===== src/rtl/if_id_buffer_pkg.sv =====
// Shared definitions for the fetch/decode pipeline register: widths, opcodes,
// FSM state encodings and the packet layout handed to decode.
package if_id_buffer_pkg;

  localparam int PC_W    = 32;
  localparam int INSTR_W = 16;

  localparam logic [3:0]         ITYPE_OPC = 4'd8;
  localparam logic [INSTR_W-1:0] NOP       = 16'd0;

  typedef enum logic {
    NORMAL   = 1'b0,
    IMM_WAIT = 1'b1
  } state_t;

  typedef struct packed {
    logic [PC_W-1:0]    pc;
    logic [INSTR_W-1:0] instr;
    logic [INSTR_W-1:0] imm;
    logic               intr;
    logic               itype;
    logic               valid;
  } packet_t;

  localparam packet_t BUBBLE = '0;

  function automatic logic is_itype(input logic [INSTR_W-1:0] instr);
    return instr[15:12] == ITYPE_OPC;
  endfunction

endpackage


===== src/rtl/if_id_pair_fsm.sv =====
// Pairs I-type opcodes with the immediate word fetched one cycle later and
// selects the packet that the output register captures on the next edge.
module if_id_pair_fsm
  import if_id_buffer_pkg::*;
(
  input  logic               clk,
  input  logic               reset,
  input  logic               stall,
  input  logic               flush,
  input  logic               INT_in,
  input  logic [PC_W-1:0]    PC_IF_in,
  input  logic [INSTR_W-1:0] instr_in,
  input  logic [INSTR_W-1:0] Data_in,
  output packet_t            pkt_nxt
);

  state_t             state, state_nxt;
  logic [INSTR_W-1:0] pend_instr, pend_nxt;

  always_ff @(posedge clk or negedge reset) begin
    if (!reset) begin
      state      <= NORMAL;
      pend_instr <= NOP;
    end else if (flush) begin
      state      <= NORMAL;
      pend_instr <= NOP;
    end else if (!stall) begin
      state      <= state_nxt;
      pend_instr <= pend_nxt;
    end
  end

  // An interrupt always returns to NORMAL and drops any half-formed pair.
  always_comb begin
    state_nxt = NORMAL;
    pend_nxt  = NOP;
    if (state == NORMAL && !INT_in && is_itype(instr_in)) begin
      state_nxt = IMM_WAIT;
      pend_nxt  = instr_in;
    end
  end

  always_comb begin
    pkt_nxt = BUBBLE;
    if (INT_in) begin
      pkt_nxt.pc    = PC_IF_in;
      pkt_nxt.intr  = 1'b1;
      pkt_nxt.valid = 1'b1;
    end else if (state == IMM_WAIT) begin
      pkt_nxt.pc    = PC_IF_in;
      pkt_nxt.instr = pend_instr;
      pkt_nxt.imm   = Data_in;
      pkt_nxt.itype = 1'b1;
      pkt_nxt.valid = 1'b1;
    end else if (!is_itype(instr_in)) begin
      pkt_nxt.pc    = PC_IF_in;
      pkt_nxt.instr = instr_in;
      pkt_nxt.valid = instr_in != NOP;
    end
  end

endmodule


===== src/rtl/if_id_buffer.sv =====
// IF/ID pipeline register with I-type immediate pairing, stall and flush.
// Optional IF_ID_PERF_EN macro adds saturating bubble and flush counters.
module if_id_buffer
  import if_id_buffer_pkg::*;
(
  input  logic               clk,
  input  logic               reset,
  input  logic [PC_W-1:0]    PC_IF_in,
  input  logic [INSTR_W-1:0] instr_in,
  input  logic [INSTR_W-1:0] Data_in,
  input  logic               INT_in,
  input  logic               stall,
  input  logic               flush,
`ifdef IF_ID_PERF_EN
  output logic [15:0]        bubble_cnt,
  output logic [15:0]        flush_cnt,
`endif
  output logic [PC_W-1:0]    PC_ID_out,
  output logic [INSTR_W-1:0] instr_out,
  output logic [INSTR_W-1:0] Imm_out,
  output logic               INT_out,
  output logic               is_Itype_out,
  output logic               valid_out
);

  packet_t pkt_nxt, pkt_p0;

  if_id_pair_fsm u_pair_fsm (
    .clk      (clk),
    .reset    (reset),
    .stall    (stall),
    .flush    (flush),
    .INT_in   (INT_in),
    .PC_IF_in (PC_IF_in),
    .instr_in (instr_in),
    .Data_in  (Data_in),
    .pkt_nxt  (pkt_nxt)
  );

  always_ff @(posedge clk or negedge reset) begin
    if (!reset)      pkt_p0 <= BUBBLE;
    else if (flush)  pkt_p0 <= BUBBLE;
    else if (!stall) pkt_p0 <= pkt_nxt;
  end

  assign PC_ID_out    = pkt_p0.pc;
  assign instr_out    = pkt_p0.instr;
  assign Imm_out      = pkt_p0.imm;
  assign INT_out      = pkt_p0.intr;
  assign is_Itype_out = pkt_p0.itype;
  assign valid_out    = pkt_p0.valid;

`ifdef IF_ID_PERF_EN
  function automatic logic [15:0] sat_inc(input logic [15:0] v);
    return (v == 16'hFFFF) ? v : v + 16'd1;
  endfunction

  // A flush always lands a bubble, even when it overrides a stall.
  logic bubble_evt;
  assign bubble_evt = flush || (!stall && !pkt_nxt.valid);

  always_ff @(posedge clk or negedge reset) begin
    if (!reset) begin
      bubble_cnt <= 16'd0;
      flush_cnt  <= 16'd0;
    end else begin
      if (bubble_evt) bubble_cnt <= sat_inc(bubble_cnt);
      if (flush)      flush_cnt  <= sat_inc(flush_cnt);
    end
  end
`endif

endmodule


===== config.mk =====
export PLATFORM = sky130hd
export DESIGN_NAME = if_id_buffer
export DESIGN_NICKNAME = d
export VERILOG_FILES = /design/src/rtl/if_id_buffer_pkg.sv /design/src/rtl/if_id_pair_fsm.sv /design/src/rtl/if_id_buffer.sv
export SDC_FILE = /design/constraint.sdc
export NUM_CORES = 1
export LEC_CHECK = 0
export ABC_AREA = 0
export CAP_MARGIN = 10
export CORE_UTILIZATION = 46
export CTS_CLUSTER_SIZE = 40
export DETAILED_ROUTE_END_ITERATION = 7
export PLACE_DENSITY = 0.95
export SYNTH_ARGS = -nofsm -noshare
export SYNTH_HDL_FRONTEND = slang
export SYNTH_SLANG_ARGS = --single-unit

===== constraint.sdc =====
create_clock -name clk -period 2.79 [get_ports clk]
set_input_delay 0.558 -clock clk [delete_from_list [all_inputs] [get_ports clk]]
set_output_delay 0.558 -clock clk [all_outputs]
set_load 0.05 [all_outputs]

==> Flow_metrics.wiki <==
=== Physical design figures ===
{| class="wikitable"
! Metric !! Value
|-
| Result of the run || completed
|-
| Power per unit of standard cell area || between 500 and 600 nW/um2
|-
| Post-route worst setup slack || around 0.68 ns
|-
| Critical Path AT || ~2.4 ns
|-
| Post-route clock skew || 0.00654 ns
|-
| Required time at the endpoint of the critical path || a little over 3 ns
|-
| Dominant logic cell types in the final layout || clkdlybuf4s50_1 (134), dfrtp_1 (84), a22o_2 (36), a22o_1 (36), a21o_1 (15)
|-
| Sink Count || between 80 and 90
|-
| Synthesized cell area || about 3300 um2
|-
| Mapped Cells || roughly 220
|-
| Net count of the mapped netlist || roughly 290
|-
| Congestion Overflow GR || 0
|-
| Number of distinct standard cells referenced by the synthesized netlist || 27
|-
| Number of pins exceeding their max-slew limit in the final report || 0
|-
| Antenna violations before repair || 0
|-
| Proportion of power drawn by the clock network || 0.380
|-
| Most used DFF post-synth || dfrtp_1
|-
| Total cells reported by yosys after synthesis || roughly 220
|-
| Internal cell power || 2.09 mW
|-
| PortBufs || about 140
|-
| Sequential Power Share || 0.462
|-
| Hold violation total from the final report || 0
|-
| Number of iterations in the first detailed-routing pass || 6
|-
| Root buf cell || clkbuf_8
|-
| Maximum clock insertion buffer count || 2
|-
| Floorplan Core Area || 6830 um2
|-
| Largest fanout on the critical path || 14
|-
| Min cycle time layout || roughly 2.1 ns
|-
| Number of nets at the end of the flow || 421
|-
| Maximum number of pins on one net before global-route repair || between 80 and 90
|-
| Placed wire-length estimate after detailed placement || ~5600 um
|-
| Max Cap Violations || 0
|-
| Wire length of the first global-routing pass || ~13000 um
|-
| Share of async-settable or async-resettable flops after synthesis || 1.00
|-
| Mean number of vias per cell || between 5 and 6
|-
| Cts-stage hold buffer count || 0
|-
| Layout Area Growth over Synthesis || 49.9%
|}
-- through the flow --
stage / instances / power [mW] / cell area (um2) / hold slack, ns
after global routing: 453 / 2.87 / 4930 / 0.474
after detailed placement: 437 / 1.74 / 4680 / 0.466
after global placement: 437 / 1.73 / 4680 / 0.458
after floorplan: 218 / 1.51 / 3290 / 0.262
final: 453 / 2.76 / 4930 / 0.389
after CTS: 453 / 2.79 / 4930 / 0.423
-- worst max-delay path by stage --
stage | to | startpoint | slack, ns | cells past startpoint
floorplan | PC_ID_out[11] | instr_in[13] | 1.23 | 4
global placement | instr_out[7] | INT_in | 0.44 | 4
global route | u_pair_fsm.pend_instr[0] | INT_in | 0.53 | 4
detailed placement | u_pair_fsm.pend_instr[8] | INT_in | 0.36 | 4
CTS | PC_ID_out[10] | PC_ID_out[10] | 0.67 | 1
finish | u_pair_fsm.pend_instr[0] | INT_in | 0.68 | 4
-- power groups by stage --
stage               Combinational, mW  Sequential (mW)  Clock, mW
floorplan                      0.0820             1.43          0
global placement                0.430             1.30          0
detailed placement              0.438             1.30          0
CTS                             0.440             1.28       1.07
global route                    0.459             1.28       1.12
finish                          0.436             1.28       1.05
-- registers in the layout, summed over array words and instances (netlist names) --
name,count
INT_out,1
Imm_out,16
PC_ID_out,32
instr_out,16
is_Itype_out,1
u_pair_fsm.pend_instr,16
u_pair_fsm.state,1
valid_out,1
-- area by class of cell --
class | count | area [um2]
Timing Repair Buffer | 141 | 1410
Multi-Input combinational cell | 113 | 1040
Tap cell | 96 | 120
Sequential cell | 84 | 2100
Inverter | 3 | 11.3
Clock buffer | 12 | 155
Clock inverter | 4 | 95.1
Fill cell | 473 | 1910
-- layer usage --
layer	vias to the layer above	GRT usage	share of wire
li1	1112	-	-
met1	1233	0.301	0.41
met2	123	0.377	0.51
met3	10	0.0429	0.065
met4	0	0.0939	0.012
met5	-	0	0
-- synthesized netlist by cell type (2+ instances only) --
| cell | count | area (um2) |
|---|---|---|
| buf_2 | 9 | 45.0 |
| a222oi_1 | 3 | 30.0 |
| a21o_1 | 15 | 113 |
| inv_1 | 3 | 11.3 |
| nor4_1 | 3 | 18.8 |
| and2_1 | 3 | 18.8 |
| and3_1 | 2 | 12.5 |
| buf_6 | 8 | 90.1 |
| dfrtp_1 | 84 | 2100 |
| a22o_1 | 36 | 315 |
| a22o_2 | 36 | 360 |
-- worst max-delay path: stages --
cell and delay [ns]:
clkdlybuf4s50_1 0.56, nor4_4 0.46, and3_1 0.56, a22o_1 0.23
-- kinds of logic after synthesis --
| group | after synthesis | synth area share |
|---|---|---|
| AOI/OAI and AO/OA | 95 | 0.267 |
| buffers and inverters | 21 | 0.0468 |
| DFF | 84 | 0.640 |
| muxes | 1 | 0.00305 |
| and+or+nand+nor | 17 | 0.0438 |
flops_by_reg.png
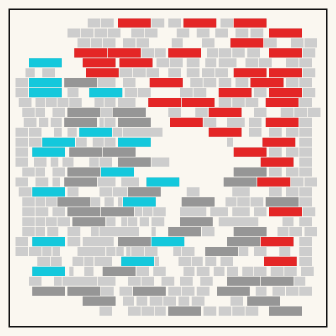
| netlist name | color | placed flops |
|---|---|---|
| instr_out | cyan | 16 |
| PC_ID_out | red | 32 |

power_grid.png
The bar under the picture is 20 um long. Pins as bars on the die edge. Tap cells in gray.
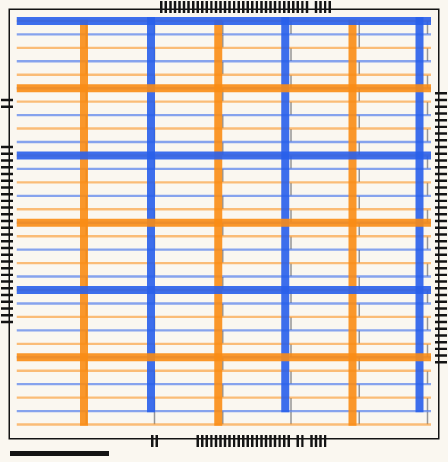
| net | color |
|---|---|
| VDD | blue |
| VSS | orange |
rows: 30
met4 straps: 6
met1 rails: 31
met5 straps: 6

detail.png
Window x 52 to 77, y 9 to 34 um. Cells in gray, sequential cells in the stronger gray; small squares are vias.
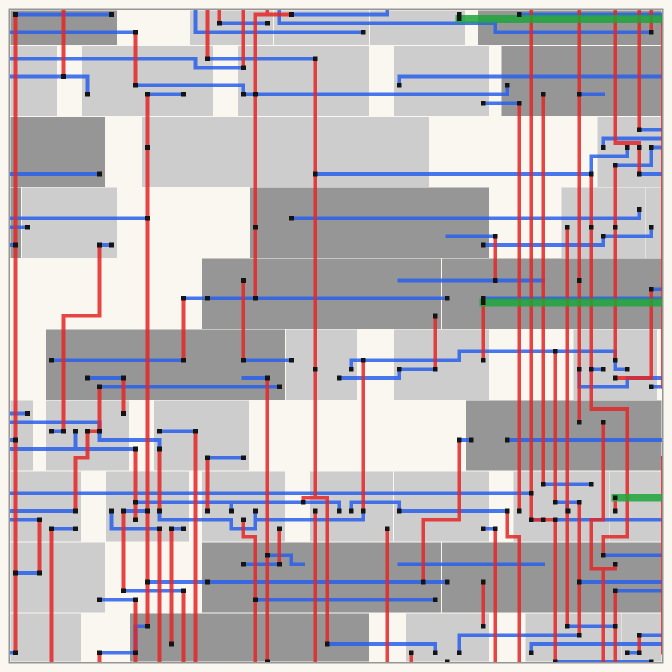
| layer | color |
|---|---|
| metal 1 | blue |
| metal 2 | red |
| metal 3 | green |
most frequent: clkdlybuf4s50_1 (10), dfrtp_1 (9), a22o_1 (8)
netlist names of flops here include: Imm_out (5), PC_ID_out (3)
sequential cells in the window: 9
cells with their middle in the window: 32

wires.png
Only two layers are drawn.
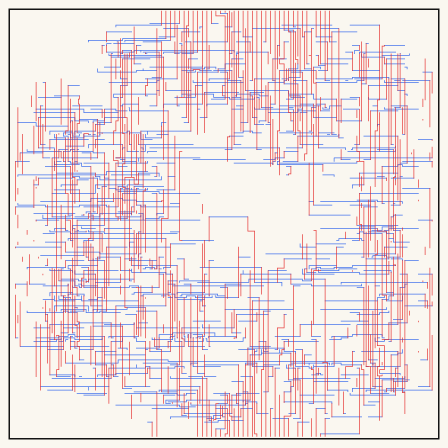
| layer | color | wire length |
|---|---|---|
| metal 2 | red | 4160 um |
| metal 1 | blue | 3380 um |

No activity file was given, so power comes from the tool's default toggle rates.
